<file path="src/rtl/seg7_pkg.sv">
// seg7_pkg: shared 7-segment patterns {a,b,c,d,e,f,g,dp} and segment bit indices.
package seg7_pkg;
  localparam logic [7:0] SEG_0 = 8'hFC;
  localparam logic [7:0] SEG_1 = 8'h60;
  localparam logic [7:0] SEG_2 = 8'hDA;
  localparam logic [7:0] SEG_3 = 8'hF2;
  localparam logic [7:0] SEG_4 = 8'h66;
  localparam logic [7:0] SEG_5 = 8'hB6;
  localparam logic [7:0] SEG_6 = 8'hBE;
  localparam logic [7:0] SEG_7 = 8'hE0;
  localparam logic [7:0] SEG_8 = 8'hFE;
  localparam logic [7:0] SEG_9 = 8'hF6;
  localparam logic [7:0] SEG_A_HEX = 8'hEE;
  localparam logic [7:0] SEG_B_HEX = 8'h3E;
  localparam logic [7:0] SEG_C_HEX = 8'h9C;
  localparam logic [7:0] SEG_D_HEX = 8'h7A;
  localparam logic [7:0] SEG_E_HEX = 8'h9E;
  localparam logic [7:0] SEG_F_HEX = 8'h8E;
  localparam logic [7:0] SEG_BLANK = 8'h00;
  localparam int SEG_A = 7;
  localparam int SEG_B = 6;
  localparam int SEG_C = 5;
  localparam int SEG_D = 4;
  localparam int SEG_E = 3;
  localparam int SEG_F = 2;
  localparam int SEG_G = 1;
  localparam int SEG_DP = 0;
endpackage

</file>
<file path="src/rtl/seg7_hex_decode.sv">
// seg7_hex_decode: combinational hex nibble to segments a..g.
module seg7_hex_decode
  import seg7_pkg::*;
(
  input  logic [3:0] nib,
  output logic [6:0] seg
);
  localparam logic [7:0] LUT [16] = '{SEG_0, SEG_1, SEG_2, SEG_3, SEG_4, SEG_5, SEG_6, SEG_7,
                                      SEG_8, SEG_9, SEG_A_HEX, SEG_B_HEX, SEG_C_HEX, SEG_D_HEX,
                                      SEG_E_HEX, SEG_F_HEX};
  assign seg = LUT[nib][SEG_A:SEG_G];
endmodule

</file>
<file path="src/rtl/seg7_scan_driver.sv">
// seg7_scan_driver: time-multiplexed N-digit 7-segment scanner with frame-aligned
// value commit, per-digit dp, forced blanking and leading-zero suppression.
module seg7_scan_driver
  import seg7_pkg::*;
#(
  parameter int N_DIGITS    = 4,
  parameter int REFRESH_DIV = 1000
) (
  input  logic                  clk,
  input  logic                  rst,
  input  logic                  load,
  input  logic [4*N_DIGITS-1:0] data_in,
  input  logic [N_DIGITS-1:0]   dp_in,
  input  logic [N_DIGITS-1:0]   blank_in,
  input  logic                  lz_en,
  output logic [7:0]            seg,
  output logic [N_DIGITS-1:0]   an,
  output logic                  frame_start
);
  localparam int PW = REFRESH_DIV > 1 ? $clog2(REFRESH_DIV) : 1;
  localparam int IW = N_DIGITS > 1 ? $clog2(N_DIGITS) : 1;
  logic [PW-1:0] pcnt_q, pcnt_d;
  logic [IW-1:0] idx_q, idx_d;
  logic [4*N_DIGITS-1:0] pdata_q, pdata_d, adata_q, adata_d, hi;
  logic [N_DIGITS-1:0] pdp_q, pdp_d, adp_q, adp_d, pbl_q, pbl_d, abl_q, abl_d, an_q, an_d;
  logic plz_q, plz_d, alz_q, alz_d, tick, wrap, lzb, fs_q;
  logic [7:0] seg_q, seg_d;
  logic [6:0] dec;
  seg7_hex_decode u_dec (.nib(hi[3:0]), .seg(dec));
  // Outputs are computed from next-state idx/active so they land on the tick edge itself.
  always_comb begin
    tick = pcnt_q == PW'(REFRESH_DIV - 1);
    wrap = tick && idx_q == IW'(N_DIGITS - 1);
    pcnt_d = tick ? '0 : pcnt_q + 1'b1;
    idx_d = wrap ? '0 : tick ? idx_q + 1'b1 : idx_q;
    pdata_d = load ? data_in : pdata_q;
    pdp_d = load ? dp_in : pdp_q;
    pbl_d = load ? blank_in : pbl_q;
    plz_d = load ? lz_en : plz_q;
    adata_d = wrap ? pdata_d : adata_q;
    adp_d = wrap ? pdp_d : adp_q;
    abl_d = wrap ? pbl_d : abl_q;
    alz_d = wrap ? plz_d : alz_q;
    an_d = N_DIGITS'(1) << idx_d;
    hi = adata_d >> {idx_d, 2'b00};
    lzb = alz_d && idx_d != '0 && hi == '0;
    seg_d = |(abl_d & an_d) ? SEG_BLANK : {lzb ? 7'h00 : dec, |(adp_d & an_d)};
  end
  always_ff @(posedge clk or posedge rst) begin
    if (rst) begin
      pcnt_q <= '0;
      idx_q <= IW'(N_DIGITS - 1);
      pdata_q <= '0;
      pdp_q <= '0;
      pbl_q <= '0;
      plz_q <= 1'b0;
      adata_q <= '0;
      adp_q <= '0;
      abl_q <= '0;
      alz_q <= 1'b0;
      seg_q <= SEG_BLANK;
      an_q <= '0;
      fs_q <= 1'b0;
    end else begin
      pcnt_q <= pcnt_d;
      idx_q <= idx_d;
      pdata_q <= pdata_d;
      pdp_q <= pdp_d;
      pbl_q <= pbl_d;
      plz_q <= plz_d;
      adata_q <= adata_d;
      adp_q <= adp_d;
      abl_q <= abl_d;
      alz_q <= alz_d;
      if (tick) begin
        seg_q <= seg_d;
        an_q <= an_d;
      end
      fs_q <= wrap;
    end
  end
  assign seg = seg_q;
  assign an = an_q;
  assign frame_start = fs_q;
endmodule

</file>
<file path="config.mk">
export PLATFORM = sky130hd
export DESIGN_NAME = seg7_scan_driver
export DESIGN_NICKNAME = d
export VERILOG_FILES = /design/src/rtl/seg7_pkg.sv /design/src/rtl/seg7_hex_decode.sv /design/src/rtl/seg7_scan_driver.sv
export SDC_FILE = /design/constraint.sdc
export NUM_CORES = 1
export LEC_CHECK = 0
export CAP_MARGIN = 30
export CORE_MARGIN = 1
export CORE_UTILIZATION = 50
export DETAILED_ROUTE_END_ITERATION = 8
export PLACE_DENSITY = 0.76
export SLEW_MARGIN = 20
export SYNTH_ARGS = -nofsm -noshare
export SYNTH_HDL_FRONTEND = slang
export SYNTH_SLANG_ARGS = --single-unit
</file>
<file path="constraint.sdc">
create_clock -name clk -period 3.5 [get_ports clk]
set_clock_uncertainty 0.1 [all_clocks]
set_input_delay 0.875 -clock clk [delete_from_list [all_inputs] [get_ports clk]]
set_output_delay 0.875 -clock clk [all_outputs]
set_load 0.02 [all_outputs]
</file>
==> git commit body <==
Log flow metrics for this revision

* Outcome: finished, final reports clean
- STA classifies the critical path startpoint as a register.
- Max Freq: 306 MHz
- At the worst endpoint, the required time is 3.68 ns.
- Largest driver fanout on the critical path: 11
- The synthesized netlist devotes 1.45% of its cell area to XOR and XNOR gates.
- Dominant cells by area after synthesis: dfrtp_1 (50%), mux2_2 (11%), mux2i_1 (4.7%)
- Total die size: 7590 sq um
- Area fraction in and, or, nand and nor cells: 12.1%
- In this run the static leakage power is 2.04 nW.
* Pint: 0.00132 W
* Number of cells traversed by the worst hold path: 2
* TNS Setup: 0 ns
* Detailed-placement wirelength estimate: 5310 um
- In the synthesized netlist the dominant register cell turns out to be dfrtp_1.
* Commonest non-fill, non-tap cells in the layout: dfrtp_1 (73), clkdlybuf4s50_1 (39), mux2_2 (36)
* First-pass GRT wire length: 12100 um
- Start point of the critical path: pcnt_q[0]
- Overall routed net length: 7260 um
* Transition time at the pin with the least slew margin: 0.525 ns
- H-tree lvl count: 3
* Maximum cell stage delay along the critical path: 0.46 ns
* Top power group: sequential cells
- After synthesis, the share of cell area in mux cells is 18.8%.
* Insertion delay at the late pin of the worst-skew pair: 0.35 ns
- The final route contains 2545 vias.
- Yosys reported a register bit count of 75.
- Unique cell type count in the Yosys netlist: 53
==> metrics by stage <==
| step | cells | area, sq um |
|---|---|---|
| 2_1_floorplan | 305 | 3630 |
| 3_3_place_gp | 454 | 4270 |
| 3_5_place_dp | 454 | 4270 |
| 4_1_cts | 470 | 4470 |
| 5_1_grt | 472 | 4530 |
| 6_report | 472 | 4530 |
==> metal layers <==
| metal | vias to the layer above | part of all wire, % |
|---|---|---|
| met3 | 11 | 3.7 |
| met1 | 1271 | 47 |
| met5 | - | 0 |
| li1 | 1211 | - |
| met2 | 52 | 47 |
| met4 | 0 | 1.9 |
==> timing repair <==
| action | 4_1_cts | 5_1_grt |
|---|---|---|
| resized | 0 | 4 |
| setup endpoints to repair | 0 | 7 |
| setup buffers | 0 | 1 |
**Selected gate families**

Scale bar: 20 um.
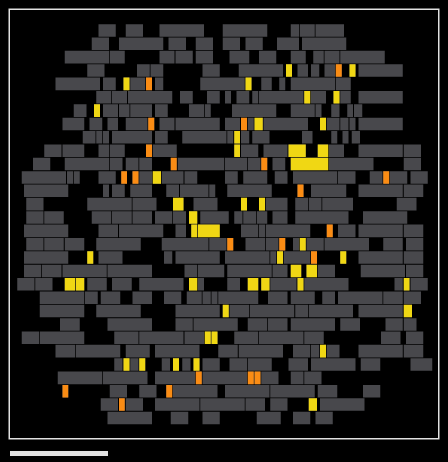
[NOR gates] yellow | cells: 44
[inverters] orange | cells: 21

**M4 wires**

Scale bar: 20 um.
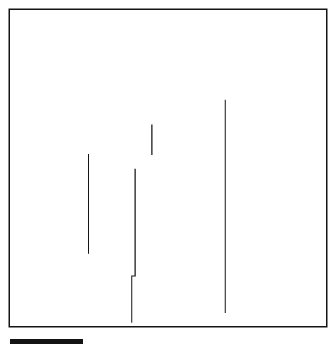
share of all routed wire: 1.9%
main direction: vertical
longest straight run: 58.5 um
wire length on this layer: 137 um
nets with wire on the layer: 2

**Routed metal, one color a layer**

Scale bar: 20 um.
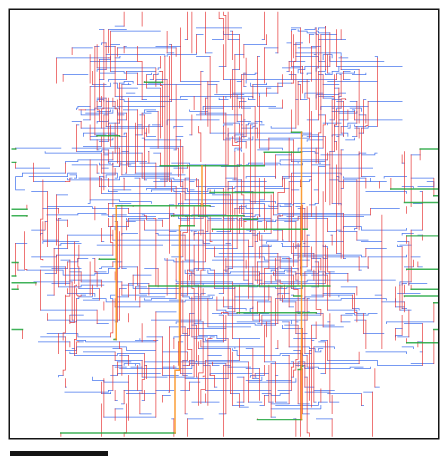
[met2] red | wire length: 3420 um
[met1] blue | wire length: 3440 um
[met4] orange | wire length: 137 um
[met3] green | wire length: 272 um

**Cells colored by class**

Scale bar: 20 um. Fill, decap, tap and diode cells in gray.
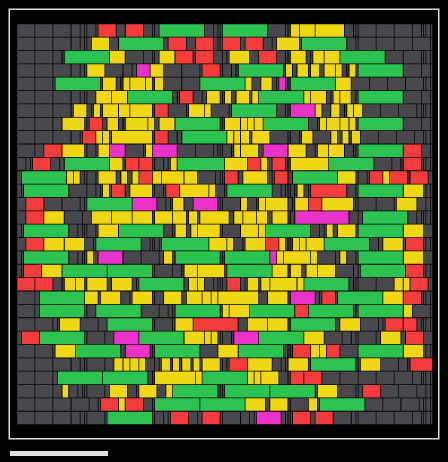
[other buffers and delay cells] red | cells: 65
[clock drivers and dummy loads] magenta | cells: 16
[all other logic] yellow | cells: 220
[flops] green | cells: 75

**Placed standard cells**

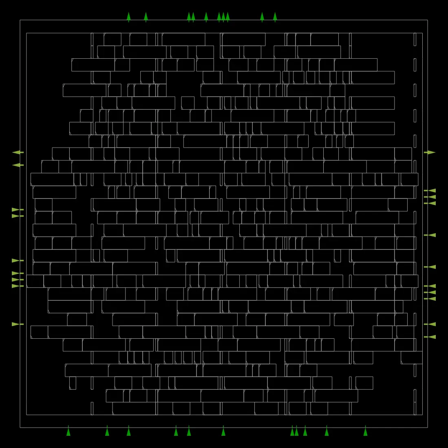
tap cells: 96
post-route insts no fill: 472
final core area utilization: 65.5%
sequential fraction of total cell area: 41.5%
fillcell total: 542

No activity file was given, so power comes from the tool's default toggle rates.
